<file path="src/rtl/if_stage.sv">
// if_stage: PC register, instr_mem fetch and IF/ID register; MISALIGN_CHECK_EN traps misaligned redirects
module if_stage #(
  parameter logic [31:0] RESET_PC  = 32'h0000_0000,
  parameter logic [31:0] NOP_INSTR = 32'h0000_0013
) (
  input  logic        clk,
  input  logic        rst,
  input  logic        stall,
  input  logic        redirect,
  input  logic [31:0] redirect_pc,
  output logic [31:0] iaddr,
  output logic        cs_n,
  input  logic [31:0] instrCode,
  output logic [31:0] if_id_pc,
  output logic [31:0] if_id_pc4,
  output logic [31:0] if_id_instr,
  output logic        if_id_valid,
  output logic        misalign,
  output logic [31:0] misalign_addr
);
  logic [31:0] pc;
  logic [31:0] redirect_tgt;
  assign iaddr = {pc[31:2], 2'b00};
  assign cs_n  = rst;
`ifdef MISALIGN_CHECK_EN
  logic bad;
  assign bad          = redirect && |redirect_pc[1:0];
  assign redirect_tgt = bad ? pc : redirect_pc;
  always_ff @(posedge clk) begin
    if (rst) begin
      misalign      <= 1'b0;
      misalign_addr <= 32'h0;
    end else begin
      misalign <= bad;
      if (bad) misalign_addr <= redirect_pc;
    end
  end
`else
  assign redirect_tgt  = {redirect_pc[31:2], 2'b00};
  assign misalign      = 1'b0;
  assign misalign_addr = 32'h0;
`endif
  always_ff @(posedge clk) begin
    if (rst || redirect) begin
      pc          <= rst ? RESET_PC : redirect_tgt;
      if_id_pc    <= 32'h0;
      if_id_pc4   <= 32'h4;
      if_id_instr <= NOP_INSTR;
      if_id_valid <= 1'b0;
    end else if (!stall) begin
      pc          <= iaddr + 32'h4;
      if_id_pc    <= iaddr;
      if_id_pc4   <= iaddr + 32'h4;
      if_id_instr <= instrCode;
      if_id_valid <= 1'b1;
    end
  end
endmodule

</file>
<file path="config.mk">
export PLATFORM = sky130hd
export DESIGN_NAME = if_stage
export DESIGN_NICKNAME = d
export VERILOG_FILES = /design/src/rtl/if_stage.sv
export SDC_FILE = /design/constraint.sdc
export NUM_CORES = 1
export LEC_CHECK = 0
export ABC_CLOCK_PERIOD_IN_PS = 3100
export CORE_UTILIZATION = 44
export CTS_BUF_LIST = sky130_fd_sc_hd__clkbuf_2
export DETAILED_ROUTE_END_ITERATION = 12
export MAX_ROUTING_LAYER = met4
export PLACE_DENSITY = 0.89
export SYNTH_ARGS = -nofsm -noshare
export SYNTH_HDL_FRONTEND = slang
export SYNTH_SLANG_ARGS = --single-unit
</file>
<file path="constraint.sdc">
create_clock -name clk -period 3.1 [get_ports clk]
set_input_delay 0.465 -clock clk [delete_from_list [all_inputs] [get_ports clk]]
set_output_delay 0.465 -clock clk [all_outputs]
set_load 0.005 [all_outputs]
</file>
m4.png
Cells faint in the background.
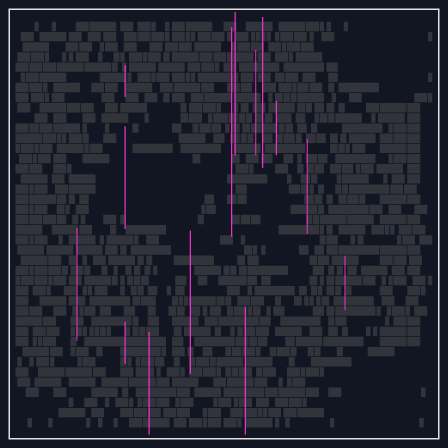
nets with wire on the layer: 11
share of all routed wire: 2.5%
longest straight run: 55.8 microns

route_heat.png
23 x 23 tiles, from dark blue (low) to red (high), scaled to the fullest tile. Values are wire area over tile area, all layers added.
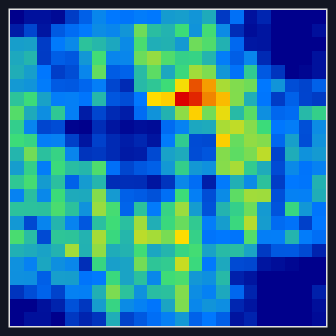
mean over tiles: 0.19
fullest tile: 0.65
emptiest ninth of the die: lower right

class_map.png
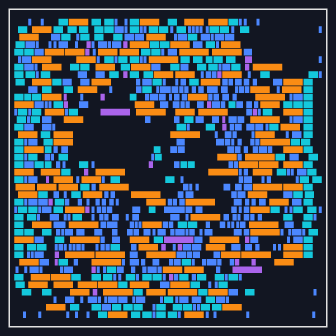
[orange] registers | cells: 123
[purple] clock drivers and dummy loads | cells: 32
[cyan] remaining buffers and delay cells | cells: 199
[blue] remaining logic cells | cells: 413

==> Changelog: implementation <==
### Changed

- Yosys top cell by area: dfxtp_1
- Grt ovf: 0
- Maximum vdd ir drop: 0.281 mV
- First-pass GRT wire length: 24500 microns
- Post-route cell area: 7670 sq um
- Logic pwr share: 15.5%
- Clock network power share: 30.5%
- Yosys aoi share: 12.5%
- Outcome: completed
- Multi-input gates: 398
- Placer Congestion: 0.830
- Rows: 40
- Fill cell count: 1002
- Switching part of the total: 26.6%
- Max_cap viols: 0
- Post-synth ARST share: 0%
- Mux share: 11.3%
- Final WS setup: 646 ps
- Psw: 899 uW
- Hold depth: 3
- Mapped Cells: 576
- Most numerous logic cell after layout: clkdlybuf4s50_1
- Longest Clk Path Bufs: 2
- Non-clk invs: 15
- Tapcell Cnt: 168
- GRT met3 Usage: 7.31%
- Crit. Startpoint: pc[6]
- CTS clk-pin slew, worst paths: 190 ps
- Crit end category: output pin
- Buffers & Inverters on Critical Path: 1
- CTS tree: done
- ANT cells: 0
- TritonCTS Buffers: 17
- Met1 Resource Use GR: 29.2%
- Biggest Area Class: sequential cells
- Hold_buf cts: 0
- Via density: 5.23
- Yosys Instances: 576
- Yosys chip area: 5580 sq um
- Worst-Margin Slew: 1030 ps
- Peak Freq: 408 MHz
- Crit path arrival time: 1990 ps
- Placed cell areas: 7430 sq um
- Final hold vios: 0
- Met3 wire len: 1200 microns
- Adder Area Share: 0.224%
- RSZ-0062 raised after global routing: false
- Slew headroom: 31.6%
- Tcrit/Tclk final: 79.2%
- Met2 Usage GRT: 40.8%
- Routed wire per std cell: 16.6 microns
- Worst setup path end: iaddr[6]
- Hold EP: if_id_instr[0]
- Register bit total from synthesis: 123
- OpenROAD warning count: 28
- Sequential Power: 1820 uW
- Logic share of the area: 31.8%
- FP Core Util: 45.9%
- Critical setup path kind: reg -> out
- Die Height: 115 microns
- Internal cell power: 2480 uW
- Router iterations before antenna repair: 5
- DRT antenna net count: 0
- Worst Skew: 30.0 ps
- Root buffer cell: clkbuf_2
- Largest family of logic cells by area: simple AND/OR/NAND/NOR gates
- Top FF cell, synth: dfxtp_1
- Critical Path Max Stage Delay: 700 ps
- DRT iter0 DRCs: 222
- Clkbuf count: 21
- Hold Startpoint: stall
- CTS resizes: 0
- Reg2reg start: pc[2]
- WHS: 281 ps
- Share of layout cells above drive strength 1: 6.91%
- Detailed-route via count: 4888
- H-Tree Depth: 4
- Nets: 823
- Met2 WL: 7580 microns
- Area grow syn2layout: 37.5%
- Final setup violation count: 0
- Die X: 115 microns
- Leak Pwr: 0.00297 uW
- Detailed placement HPWL: 10900 microns
- Combinational gate power: 523 uW
- CP top delay family: flip-flops
- Area of the multi-input gates: 2440 sq um
clock_nets.png
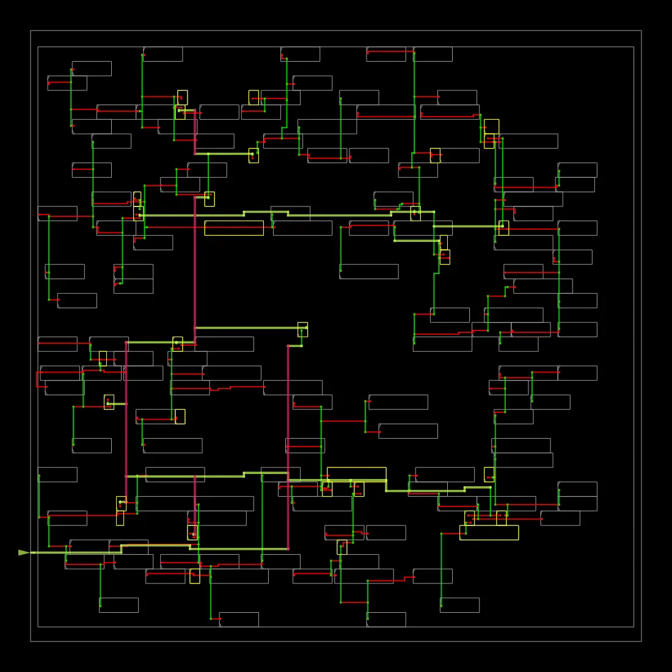
clk_lat worst skew: 700 ps
Flops: 123
clock group power: 1030 uW

clock_wires.png
Bar = 20 microns.
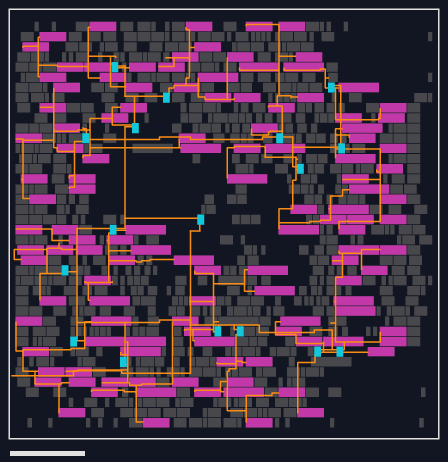
[cyan] clock-net drivers | count: 17
[orange] clock wires | length: 1520 microns
[magenta] flip-flops | count: 123
flops lie: spread over the die
routed clock nets: 18

## metrics by stage
step,util [%],cells
final,63.0,935
after global routing,63.0,935
after CTS,63.0,935
after detailed placement,61.1,903
after global placement,61.1,903
after floorplan,-,614
## flip-flops by register name, summed over array words and instances (netlist names)
signal / cells
if_id_pc4: 30
if_id_instr: 32
if_id_valid: 1
pc: 30
if_id_pc: 30
## synthesized netlist by cell type, types with 11 or more instances
cell       n
nand4_1   13
edfxtp_1  30
dfxtp_1   93
nand3_1   12
a311oi_1  11
clkbuf_1  25
xnor2_1   11
nor2_1    93
inv_1     15
nand2_1   19
mux2i_1   63
o21ai_0   28
a21oi_1   23
buf_4     40
a31oi_1   15
Power figures rest on the tool's default switching activity, not on a simulated workload.
